$ cat src/rtl/ibuf_rd_ctrl.sv
// ----------------------------------------------------------------------------
// ibuf_rd_ctrl
//   Read-side controller for the three-bank input-buffer SRAM. A start command
//   reads `len` consecutive words from all three banks in lockstep, beginning
//   at `base_addr` (wrapping modulo 2^AW). Each three-word beat is presented on
//   a valid/ready stream. A 2-entry skid FIFO absorbs the one-cycle SRAM read
//   latency and downstream backpressure. Reads are only issued while a FIFO
//   slot is guaranteed, so returning SRAM data is never dropped.
//
// Ports
//   SYS_CLK, SYS_NRST        clock (rising edge), async active-low reset
//   start, base_addr, len    command; sampled only while idle
//   busy, done               command in progress / one-cycle completion pulse
//   CEN, WEN, A0..A2         SRAM bank controls (WEN tied to read)
//   DOUT0..DOUT2             SRAM read data, valid the cycle after CEN
//   rd_valid, rd_ready       output beat handshake
//   rd_data0..2, rd_last     output beat payload and end-of-command marker
// ----------------------------------------------------------------------------
module ibuf_rd_ctrl #(
    parameter int AW = 10,
    parameter int DW = 128
) (
    input  logic          SYS_CLK,
    input  logic          SYS_NRST,
    input  logic          start,
    input  logic [AW-1:0] base_addr,
    input  logic [AW:0]   len,
    output logic          busy,
    output logic          done,
    output logic [2:0]    CEN,
    output logic [2:0]    WEN,
    output logic [AW-1:0] A0,
    output logic [AW-1:0] A1,
    output logic [AW-1:0] A2,
    input  logic [DW-1:0] DOUT0,
    input  logic [DW-1:0] DOUT1,
    input  logic [DW-1:0] DOUT2,
    output logic          rd_valid,
    input  logic          rd_ready,
    output logic [DW-1:0] rd_data0,
    output logic [DW-1:0] rd_data1,
    output logic [DW-1:0] rd_data2,
    output logic          rd_last
);

    typedef enum logic [1:0] {
        S_IDLE,
        S_READ,
        S_DRAIN
    } state_t;

    localparam logic [AW:0] CNT_ONE = {{AW{1'b0}}, 1'b1};

    state_t        state, state_nxt;
    logic [AW-1:0] base_q;
    logic [AW:0]   len_q;
    logic [AW:0]   issued;
    logic          inflight;
    logic          inflight_last;
    logic          done_q;

    logic [DW-1:0] fifo_d0 [2];
    logic [DW-1:0] fifo_d1 [2];
    logic [DW-1:0] fifo_d2 [2];
    logic          fifo_last [2];
    logic          wr_ptr;
    logic          rd_ptr;
    logic [1:0]    occ;

    logic          pop;
    logic          push;
    logic          issue;
    logic          issue_last;
    logic [2:0]    credit_used;
    logic [AW-1:0] addr;

    assign rd_valid = (occ != 2'd0);
    assign pop      = rd_valid & rd_ready;
    assign push     = inflight;

    // Slots already spoken for after this cycle: stored beats plus the beat
    // returning from the SRAM, minus the beat leaving now. A new read may only
    // be issued if that leaves room for its data two cycles from now.
    assign credit_used = {1'b0, occ} + {2'b00, inflight} - {2'b00, pop};
    assign issue       = (state == S_READ) && (issued != len_q) && (credit_used < 3'd2);
    assign issue_last  = issue && (issued == len_q - CNT_ONE);

    // Address wraps naturally in AW bits.
    assign addr = base_q + issued[AW-1:0];
    assign CEN  = {3{issue}};
    assign WEN  = 3'b000;
    assign A0   = issue ? addr : '0;
    assign A1   = issue ? addr : '0;
    assign A2   = issue ? addr : '0;

    assign rd_data0 = fifo_d0[rd_ptr];
    assign rd_data1 = fifo_d1[rd_ptr];
    assign rd_data2 = fifo_d2[rd_ptr];
    assign rd_last  = fifo_last[rd_ptr];

    // busy falls exactly when the registered done pulse rises.
    assign busy = (state != S_IDLE);
    assign done = done_q;

    // NOTE: every variable written here gets a default first, so no path can
    // leave it unassigned and infer a latch.
    always_comb begin
        state_nxt = state;
        unique case (state)
            S_IDLE:  if (start && (len != '0)) state_nxt = S_READ;
            S_READ:  if (issue_last)           state_nxt = S_DRAIN;
            S_DRAIN: if (pop && rd_last)       state_nxt = S_IDLE;
            default:                           state_nxt = S_IDLE;
        endcase
    end

    // NOTE: sequential state uses non-blocking assignments so every register
    // samples pre-edge values regardless of statement order.
    always_ff @(posedge SYS_CLK or negedge SYS_NRST) begin
        if (!SYS_NRST) begin
            state         <= S_IDLE;
            base_q        <= '0;
            len_q         <= '0;
            issued        <= '0;
            inflight      <= 1'b0;
            inflight_last <= 1'b0;
            done_q        <= 1'b0;
        end else begin
            state         <= state_nxt;
            inflight      <= issue;
            inflight_last <= issue_last;
            // A zero-length command completes immediately without touching
            // the SRAM; otherwise done follows the final handshake.
            done_q        <= ((state == S_IDLE) && start && (len == '0)) ||
                             ((state == S_DRAIN) && pop && rd_last);
            if ((state == S_IDLE) && start) begin
                base_q <= base_addr;
                len_q  <= len;
                issued <= '0;
            end else if (issue) begin
                issued <= issued + CNT_ONE;
            end
        end
    end

    // Skid FIFO. Data returning from the SRAM is written the cycle after its
    // issue; the credit rule guarantees a free slot at that point.
    // NOTE: the two storage entries are reset because they drive the output
    // data ports directly, which must read zero while in reset.
    always_ff @(posedge SYS_CLK or negedge SYS_NRST) begin
        if (!SYS_NRST) begin
            wr_ptr <= 1'b0;
            rd_ptr <= 1'b0;
            occ    <= 2'd0;
            for (int i = 0; i < 2; i++) begin
                fifo_d0[i]   <= '0;
                fifo_d1[i]   <= '0;
                fifo_d2[i]   <= '0;
                fifo_last[i] <= 1'b0;
            end
        end else begin
            if (push) begin
                fifo_d0[wr_ptr]   <= DOUT0;
                fifo_d1[wr_ptr]   <= DOUT1;
                fifo_d2[wr_ptr]   <= DOUT2;
                fifo_last[wr_ptr] <= inflight_last;
                wr_ptr            <= ~wr_ptr;
            end
            if (pop) begin
                rd_ptr <= ~rd_ptr;
            end
            unique case ({push, pop})
                2'b10:   occ <= occ + 2'd1;
                2'b01:   occ <= occ - 2'd1;
                default: occ <= occ;
            endcase
        end
    end

endmodule

$ cat config.mk
export PLATFORM = sky130hd
export DESIGN_NAME = ibuf_rd_ctrl
export DESIGN_NICKNAME = d
export VERILOG_FILES = /design/src/rtl/ibuf_rd_ctrl.sv
export SDC_FILE = /design/constraint.sdc
export NUM_CORES = 1
export LEC_CHECK = 0
export CAP_MARGIN = 20
export CORE_AREA = 2 2 320 322
export DETAILED_ROUTE_END_ITERATION = 10
export DIE_AREA = 0 0 322 324
export PLACE_DENSITY = 0.65
export SYNTH_ARGS = -nofsm -noshare
export SYNTH_HDL_FRONTEND = slang
export SYNTH_SLANG_ARGS = --single-unit
$ cat constraint.sdc
create_clock -name SYS_CLK -period 10.9 [get_ports SYS_CLK]
set_input_delay 3.27 -clock SYS_CLK [delete_from_list [all_inputs] [get_ports SYS_CLK]]
set_output_delay 3.27 -clock SYS_CLK [all_outputs]
set_load 0.05 [all_outputs]
Figure 1. The metal 4 layer (run 1).
(1.5 px per µm) Supply wires on this layer in gray.
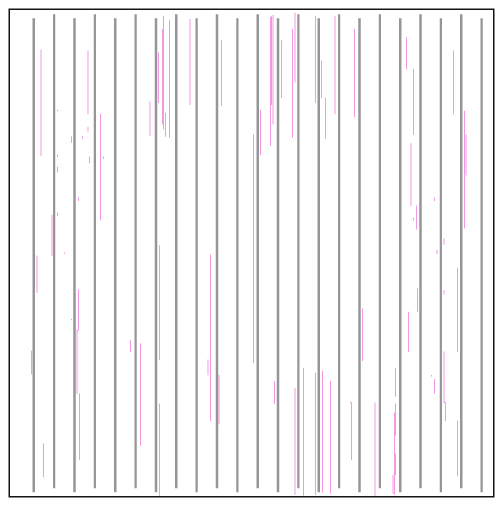
longest straight run = 152 µm
main direction = vertical
Routed Wire Length: 93580 µm
DR vias: 21980

Figure 2. M1 wires (run 1).
(2 px per µm) Supply wires on this layer in gray. Cells faint in the background.
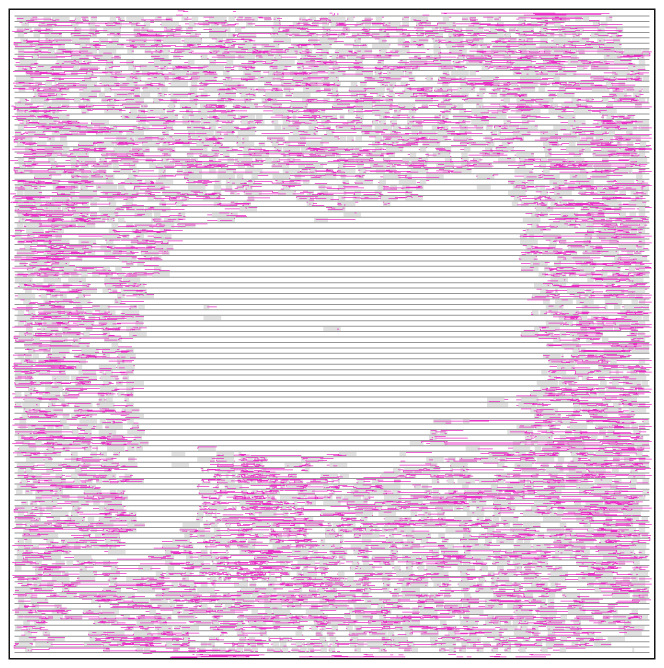
main direction = horizontal
longest straight run = 70.8 µm
met1 track demand over resource: 0.2008

Figure 3. Routed metal, one color a layer (run 1).
(1.5 px per µm) Two of the layers only.
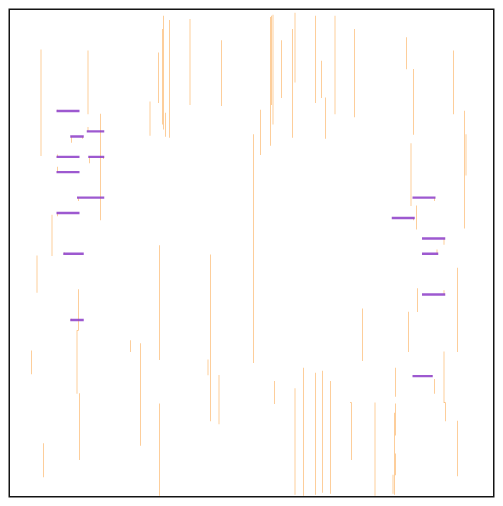
met4 -> orange  # wire length 3100 µm
met5 -> purple  # wire length 194 µm
routed length per instance: 20.52 µm
total global routing track utilization: 0.1744

==> results.txt, run 1 <==
Implementation results

The maximum number of pins on one net before global-route repair is between 150 and 200. The met3 track demand over resource is 0.07536. Ranked by instance count, the synthesized netlist is headed by 1155 x sky130_fd_sc_hd__mux2_2, 811 x sky130_fd_sc_hd__dfrtp_1, 129 x sky130_fd_sc_hd__clkbuf_1. The top contributor to total power is combinational logic. The run finished with clean final reports. The total clock network power is approximately 3.2 mW.

The post-synth tally of flip-flops with integrated enable is 0. The number of primary I/O pins is roughly 830. The sum of buffers and inverters on the critical path is 2.

The CTS buffer count is 92. The endpoint required time on the critical path is 7.63 ns. The largest registers in the layout are fifo_d0 (256), fifo_d1 (256), fifo_d2 (256). The vertical die dimension reported for this design is 324 µm. The clock network fraction of total power is 0.320.

Among all stages on the critical path, the maximum delay recorded is 0.89 ns. Per the cell usage report, the commonest logic cells after layout are 1155 x sky130_fd_sc_hd__mux2_2, 828 x sky130_fd_sc_hd__clkdlybuf4s50_1, 810 x sky130_fd_sc_hd__dfrtp_1. The remaining antenna violation count after routing is 0.

The master cell of the clock root buffer is sky130_fd_sc_hd__clkbuf_16. At the pin with the least slew margin, the transition time is 1.144 ns. The maximum net fanout on the critical path is 13. For this run, the detailed router's first-pass iteration total came to 4. The buffer_ports step reported a buffer count of 829. In the final layout, the multi-input gates occupy 0.01454 mm². The dominant combinational cell family by area after synthesis is multiplexers. The area reported by Yosys stat is 0.03561 mm². The sequential share of power is 0.314.

In this run the top signal layer used is met5. The max-slew violation count is 0. In this run the maximum-capacitance check reported violations numbering 0. Setup repair after global routing left no endpoint under its margin. After synthesis the cells add up to 0.03561 mm².
## run 1: cell type report
class                      instances  share of cell area
sequential                       811              0.4204
multi-input combinational       1398              0.3012
timing repair buffer             850              0.1776
clock buffer                     130             0.05564
tap                             1309             0.03392
clock inverter                    40            0.009822
antenna                           14           0.0007257
inverter                           8           0.0006220
## run 1: per-stage QoR
step / cell area, µm² / instances
CTS: 48240 / 4546
detailed placement: 45080 / 4376
floorplan: 35620 / 2382
global placement: 45080 / 4376
global route: 48260 / 4553
finish: 48280 / 4560
## run 1: tightest hold or removal path: cells and delay by family (launching register included)
family,cells,cell delay [ns]
DFF,1,0.35
and+or+nand+nor,2,0.11
==> run 1 -> run 2 <==
MAX_ROUTING_LAYER = met4   (was not set)
==> run 2 against run 1 <==
Compared with the run above:
- sequential cell count did not move
- register-to-register slack is essentially flat
- utilization about the same
- largest power group unchanged
- critical path depth is the same
- non-clock buffer count is the same
- highest routed layer is now met4
==> results.txt, run 2 <==
Implementation results

The max-slew violation count is 0. Per the placement log, port buffering inserted roughly 830 buffers. The area reported by Yosys stat is 0.03561 mm².

After synthesis, the largest family of logic cells by area is multiplexers. The met1 track utilization from global routing is 0.2015. For met3 alone, demand over resource in global routing was 0.07224. Setup repair after global routing left no endpoint under its margin. The first TritonRoute pass finished after 4 iterations.

The post-synth tally of flip-flops with integrated enable is 0. The floorplan step set the die height to ~320 µm. The post-synthesis cell area is roughly 0.036 mm².

The library cells used most frequently in the layout, excluding fill and tap cells, are 1155 x sky130_fd_sc_hd__mux2_2, 828 x sky130_fd_sc_hd__clkdlybuf4s50_1, 810 x sky130_fd_sc_hd__dfrtp_1. The max-capacitance violation count is 0. The endpoint required time on the critical path is 7.63 ns. Signal routing reaches up to met4. Per the detailed placement report, the placed cell area equals between 0.04 and 0.05 mm². The routed wire length is between 90000 and 100000 µm.

The run finished with clean final reports. The longest incremental delay of any stage on the critical path is reported as 0.89 ns. The worst-margin pin slew is 1.192 ns. The count of nets left with antenna violations once routing finished came out at 0. Sorting the synthesized cells by how often they occur yields 1155 x sky130_fd_sc_hd__mux2_2, 811 x sky130_fd_sc_hd__dfrtp_1, 129 x sky130_fd_sc_hd__clkbuf_1. Max fanout on the critical path was recorded as 13.

Entering global routing, the biggest net connects 169 pins. Excluding fillers, the count of instances in the completed layout stands at 4575. The number of primary I/O pins is ~830. In the final layout, the registers with the most flip-flops are fifo_d0 (256), fifo_d1 (256), fifo_d2 (256). The master cell of the clock root buffer is sky130_fd_sc_hd__clkbuf_16.

The power report attributes to the sequential group a share of 0.314.
run 2: cell counts after synthesis:
No cell type changed its count.
run 2: area by class of cell:
type                            count  area (µm²)
Antenna cell                       29       72.57
Clock buffer                      130        2686
Clock inverter                     40       474.2
Fill cell                        8935       52690
Inverter                            8       30.03
Multi-Input combinational cell   1398       14540
Sequential cell                   811       20300
Tap cell                         1309        1638
Timing Repair Buffer              850        8573
run 2: power by group through the flow:
| stage | logic (mW) | registers [mW] | clock network [mW] |
|---|---|---|---|
| floorplan | 2.45 | 3.17 | 0 |
| global placement | 3.73 | 3.22 | 0 |
| detailed placement | 3.71 | 3.23 | 0 |
| CTS | 3.73 | 3.17 | 3.32 |
| global route | 3.83 | 3.18 | 3.44 |
| finish | 3.69 | 3.17 | 3.22 |
Figure 4. Congestion heat map (run 2).
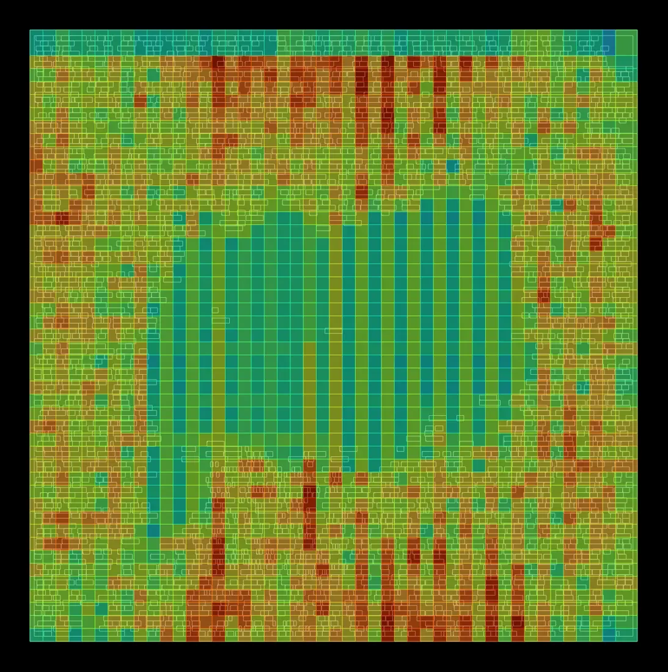
total global routing track utilization: 0.1796
utilization of the core after routing: 0.4783

Figure 5. Routed metal, one color a layer (run 2).
(1.5 px per µm) Two of the layers only.
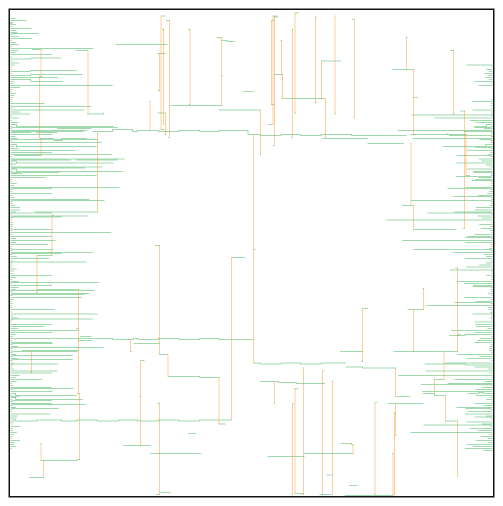
met4 -> orange  # wire length 2960 µm
met3 -> green  # wire length 8170 µm

==> run 2 -> run 3 <==
SLEW_MARGIN = 20   (was not set)
Figure 6. Where the registers sit (run 3).
(1.5 px per µm) Other sequential cells in the stronger gray, the rest of the logic in the fainter gray.
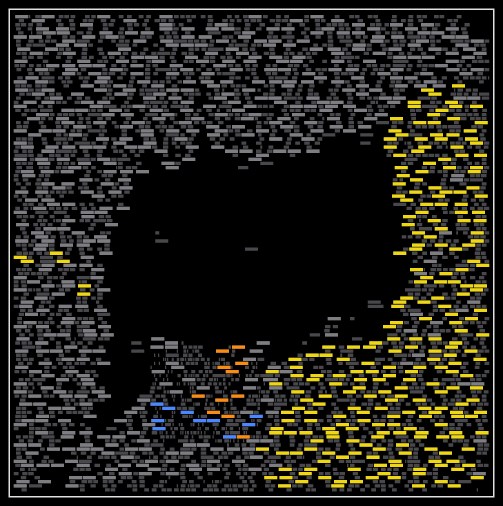
fifo_d2 -> yellow  # flops 256
base_q -> blue  # flops 10
issued -> orange  # flops 11, where bottom middle
sequential logic power: 3.17 mW
total area of sequential cells: 0.02030 mm²
flop share of the area: 0.4201

==> run 3 against run 2 <==
Compared with the run above:
- count of clock-buffer cells in the layout is the same
- worst setup slack is the same
- clock power is essentially flat
- critical path depth is the same
- power is the same
- final area is the same
- sequential share of layout area is the same
- synthesized cell count is the same
- area after synthesis is the same
- sequential power is essentially flat
- clock skew is the same
- via count is the same
- critical path type unchanged
==> results.txt, run 3 <==
Implementation results

The clock buffer instance count of the final layout is around 130. For this floorplan the total number of well-tap instances is 1309. In the layout the tool counted multi-input logic cells amounting to 1398. Setup repair after global routing left no endpoint under its margin. Among all stages on the critical path, the maximum delay recorded is 0.89 ns. Non-clock buffers in the final layout number about 850. The flow ran to the end, and the final reports show no timing, DRC or antenna violations. The fraction of final cell area spent on clock buffers and inverters in this run is 0.06541.

The number of inverters outside the clock class in the layout is 8. Entering global routing, the biggest net connects 169 pins. The number of I/O port buffers is 829. The multi-input combinational cells in the finished layout cover a total of roughly 0.015 mm². The share of cell area taken by multi-input logic gates is 0.3010. The mapped netlist covers 0.03561 mm². The report counts max-capacitance violations totalling 0.

The CTS report gives the tree buffer count as just over 90. According to the I/O placement log, the pin count is 833. In this run, synthesis inferred 0 flip-flops with an integrated enable.

The power report attributes to the sequential group a share of 0.314. The count of non-filler cells in the finished layout is 4575. At the end of the flow the core is filled with cells to 0.4783.
Figure 7. Routed metal, one color a layer (run 3).
(1.5 px per µm) Two of the layers only.
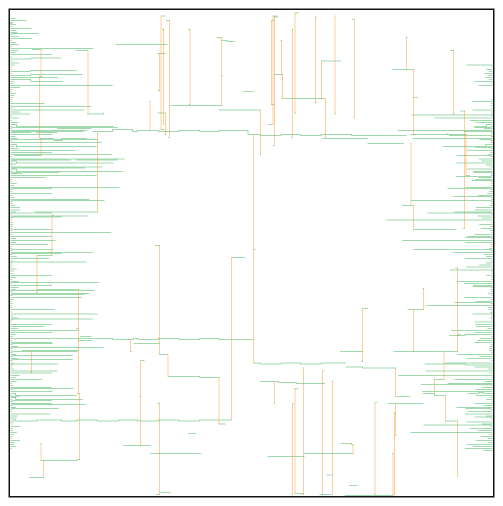
met4 -> orange  # wire length 2960 µm
met3 -> green  # wire length 8170 µm
routed length per instance: 20.45 µm
Routed Wire Length: 93550 µm
DR vias: 21910

[run 3: per-layer routing]
| layer | up-vias | share of wire | GRT usage |
|---|---|---|---|
| met1 | 11110 | 0.39 | 0.2015 |
| met5 | - | 0 | - |
| li1 | 10080 | - | - |
| met3 | 154 | 0.087 | 0.07224 |
| met2 | 569 | 0.49 | 0.2889 |
| met4 | 0 | 0.032 | 0.06480 |
[run 3: worst max path at each step]
| stage | to | slack, ns | cells after the start |
|---|---|---|---|
| 6_report | A0[7] | 1.12 | 10 |
| 5_1_grt | A0[7] | 0.94 | 10 |
| 4_1_cts | A0[7] | 1.09 | 10 |
| 3_5_place_dp | A0[7] | 1.11 | 10 |
| 3_3_place_gp | A0[7] | 1.09 | 10 |
| 2_1_floorplan | A1[7] | 0.99 | 11 |
Power figures rest on the tool's default switching activity, not on a simulated workload.
